==> config.mk <==
export PLATFORM = sky130hd
export DESIGN_NAME = gauss_sep_pipe
export DESIGN_NICKNAME = d
export VERILOG_FILES = /design/src/rtl/gauss_sep_pipe.sv
export SDC_FILE = /design/constraint.sdc
export NUM_CORES = 1
export LEC_CHECK = 0
export ABC_AREA = 1
export CORE_MARGIN = 2
export CORE_UTILIZATION = 40
export DETAILED_ROUTE_END_ITERATION = 8
export GPL_TIMING_DRIVEN = 0
export PLACE_DENSITY_LB_ADDON = 0.05
export SYNTH_ARGS = -nofsm -noshare
export SYNTH_HDL_FRONTEND = slang
export SYNTH_HIERARCHICAL = 1
export SYNTH_SLANG_ARGS = --single-unit
==> constraint.sdc <==
create_clock -name clk -period 5.3 [get_ports clk]
set_input_delay 0.795 -clock clk [delete_from_list [all_inputs] [get_ports clk]]
set_output_delay 0.795 -clock clk [all_outputs]
set_load 0.005 [all_outputs]
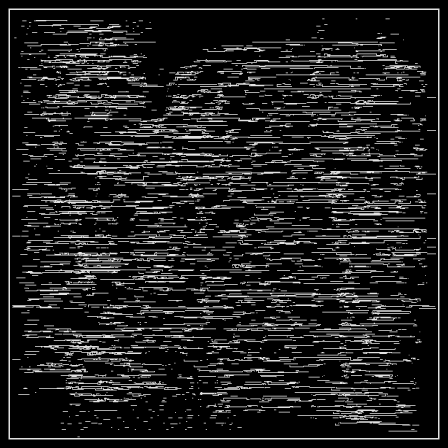
Figure 1: run 1, met1 routing.
share of all routed wire	45%
longest straight run	58.4 um
main direction	horizontal
Via Count: 11.0k
met1 usage: 23.6%

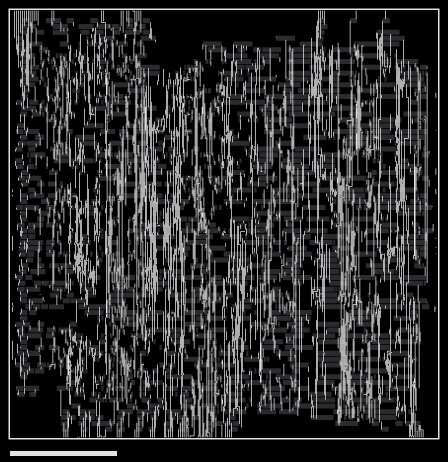
Figure 2: run 1, met2 routing.
The bar under the picture is 50 um long.
share of all routed wire	50%
wire length on this layer	17,500 um
Routed WL: 34.9 mm
met2 usage: 33.5%

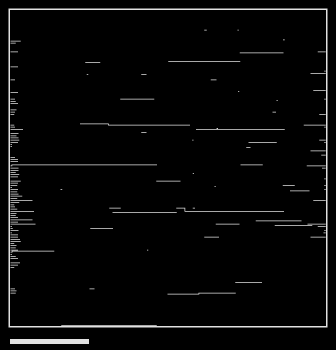
Figure 3: run 1, metal 3.
The bar under the picture is 50 um long.
wire length on this layer	1,180 um
nets with wire on the layer	117
routing usage on met3: 2.11%

==> impl_metrics.ini, run 1 <==
; synthesis and place-and-route metrics
[yosys]
common_cells = nand2_1, nor2_1, dfrtp_1
yosysTopAreaCell = edfxtp_1
ys_sh_simple_pct = 21.5
synth-edff-count = 136
ys_sh_aoi_pct = 5.38
ys_top_logic_family = simple AND/OR/NAND/NOR gates
syn_avg_cell_area_um2 = 9.37
synth-main-ff-cell = dfrtp_1
top_cell_area_share_pct = 26.7
most_common_cell = nand2_1
syn_inst = 1630
ys_cells = 1630
adder_share_pct = 13.4
async_flop_share_pct = 51.1

[power]
seq_cell_power_w = 0.00361
total_power_w = 0.0108
p_clk_share_pct = 18.4
power_leader = combinational cells
p_sw_w = 0.00434
switching_share_pct = 40.2

[die]
design.core.area_um2 = 37700
die_x_um = 199
ios = 182
nWellTaps = 511
floorplan.core_util_pct = 40.6
fp-row-count = 71

[critical_path]
arrival_ps = 2590
r2r.worst_path.cells = 13
crit_type = reg2out
cp_cell_sequence = nor3_4, clkbuf_1, a21oi_1, clkdlybuf4s50_1
crit_family = buffers and inverters
cp-start-kind = flip-flop
cp_data_required_time_ps = 4510

[clock_network]
cts-resized-gates = 0
clk_pin_slew_worst_paths_ps = 60
cts_sinks = 278
htree_levels = 1
ctsRootBufferMaster = clkbuf_16

[run]
tool_warnings = 29
max_cap_violations = 0

[global_route]
grt_pass1_wl_mm = 57.8
grt_max_degree = 92
grt_use_total_pct = 18.3
grt-ovfl-total = 0

[finish]
logic_area_um2 = 6810
nets = 2117
seq_area_share_pct = 40.8
clkCellAreaFrac_pct = 5.01
lay_top_cells = nand2_1, nor2_1, clkdlybuf4s50_1
n_all_inverters = 152
num_antenna_cells = 1
nMultiInputCombCells = 1150
final_layout_top_logic_cell = nand2_1

[routing]
vias_per_cell = 4.62
wl_per_cell_um = 14.7
firstDrtPassIters = 5
drt_iter0_markers = 417

[sta]
hold_viol = 0
worst_slew_margin_rel_pct = 41.9
fin_ws_ps = 1910
finalClockSkew_ps = 14.5

[place]
port_buffers = 181
dpl.hpwl_mm = 26.7
placed_cell_area_um2 = 17800

[outcome]
status = complete, no violations
run 1: metrics by stage:
stage	util (%)	hold WS [ps]
final	49.6	226
after global placement	47.1	430
after global routing	49.6	247
after floorplan	-	400
after detailed placement	47.1	424
after CTS	49.6	225
run 1: metal layers:
| layer | GRT usage, % | part of all wire [%] | wire length (um) | vias up |
|---|---|---|---|---|
| li1 | - | - | - | 5676 |
| met1 | 23.6 | 45 | 15800 | 5116 |
| met2 | 33.5 | 50 | 17500 | 167 |
| met3 | 2.11 | 3.4 | 1180 | 29 |
| met4 | 3.18 | 1.2 | 414 | 0 |
| met5 | 0 | 0 | 0 | - |
==> inputs of run 2 (changes only) <==
- clock period: 5.3 -> 3 ns (I/O delays scaled with it)
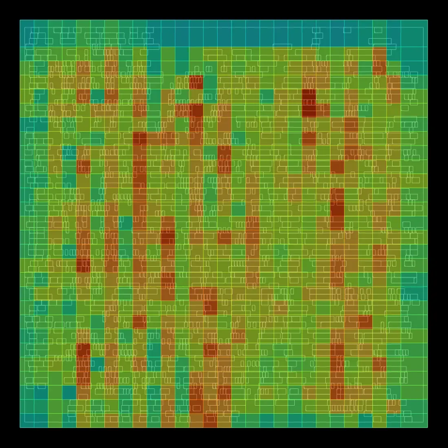
Figure 4: run 2, congestion heat map.
met2 usage: 33.5%
gr usage total: 18.3%

==> run 2 against run 1 <==
Net effect: sequential share of layout area decreased by 0.072 points; non-clock buffer count increased by 1; sequential cell count unchanged.
==> impl_metrics.ini, run 2 <==
; synthesis and place-and-route metrics
[clock_network]
cts_sinks = 278
clk_pin_slew_worst_paths_ps = 60
ctsRootBufferMaster = clkbuf_16
htree_levels = 1
cts-resized-gates = 7

[power]
total_power_w = 0.0191
ir_worst_vdd_mv = 0.527
p_sw_w = 0.00768
switching_share_pct = 40.2
p_clk_share_pct = 18.3

[finish]
final_layout_top_logic_cell = nand2_1
nMultiInputCombCells = 1150
final_core_utilization_pct = 49.7
lay_top_cells = nand2_1, nor2_1, clkdlybuf4s50_1
clkCellAreaFrac_pct = 5.00
largest_register_ffs = 136
seq_area_share_pct = 40.8
area_share_nonclk_buffers_pct = 11.3
num_antenna_cells = 1

[yosys]
most_common_cell = nand2_1
synth-main-ff-cell = dfrtp_1
yosysTopAreaCell = edfxtp_1
top_cell_area_share_pct = 26.7
common_cells = nand2_1, nor2_1, dfrtp_1
syn_avg_cell_area_um2 = 9.37
syn_inst = 1630
async_flop_share_pct = 51.1
synth_area_um2 = 15300

[global_route]
grt_pass1_wl_mm = 57.8
grt_max_degree = 92
grt-ovfl-total = 0

[sta]
final.setup.tns_ps = 0
finalClockSkew_ps = 14.2
hold_viol = 0
worst_slew_margin_rel_pct = 42.0
worst_hold_slack_ps = 432
tightest_slew_ps = 868
fin_ws_ps = 95.1

[outcome]
status = complete, no violations

[run]
max_cap_violations = 0
tool_warnings = 29

[critical_path]
cp_cell_sequence = fa_1, ha_1, nand3_2, nand2_1, inv_2, clkdlybuf4s50_1
crit_family = adder cells
crit_type = reg2out
cp-start-kind = flip-flop

[die]
design.core.area_um2 = 37700
ios = 182
die_x_um = 199
floorplan.core_util_pct = 40.6
fp-row-count = 71

[place]
port_buffers = 181
placed_cell_area_um2 = 17800

[routing]
firstDrtPassIters = 5
vias_per_cell = 4.64
wl_per_cell_um = 14.7
drt_iter0_markers = 418
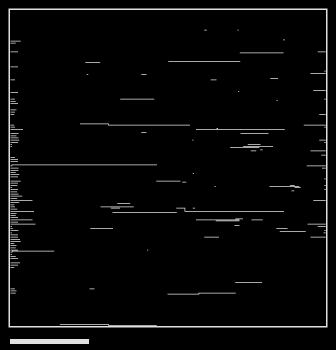
Figure 5: run 2, metal 3.
The bar under the picture is 50 um long.
main direction	horizontal
share of all routed wire	3.6%
Routed WL: 35.0 mm
Via Count: 11.0k

run 2: power groups by stage:
stage               logic, W  clock network [W]  registers, W
floorplan            0.00631                  0       0.00608
global placement     0.00923                  0       0.00644
detailed placement   0.00930                  0       0.00647
CTS                  0.00938            0.00359       0.00640
global route          0.0106            0.00375       0.00655
finish               0.00924            0.00350       0.00638
run 2: per-layer routing:
layer / GRT usage [%] / part of all wire, % / vias up
met5: 0 / 0 / -
met4: 3.18 / 1.2 / 0
met3: 2.11 / 3.6 / 29
met2: 33.5 / 50 / 192
met1: 23.6 / 45 / 5128
li1: - / - / 5678
run 2: cell families after synthesis:
family          count (synthesis)  share of synthesized area, %
simple gates                  804                          21.5
flops                         278                          50.0
buf+inv                       202                          5.44
compound gates                154                          5.38
fa+ha+maj                     128                          13.4
mux                            34                          2.51
xor+xnor                       30                          1.72
No activity file was given, so power comes from the tool's default toggle rates.
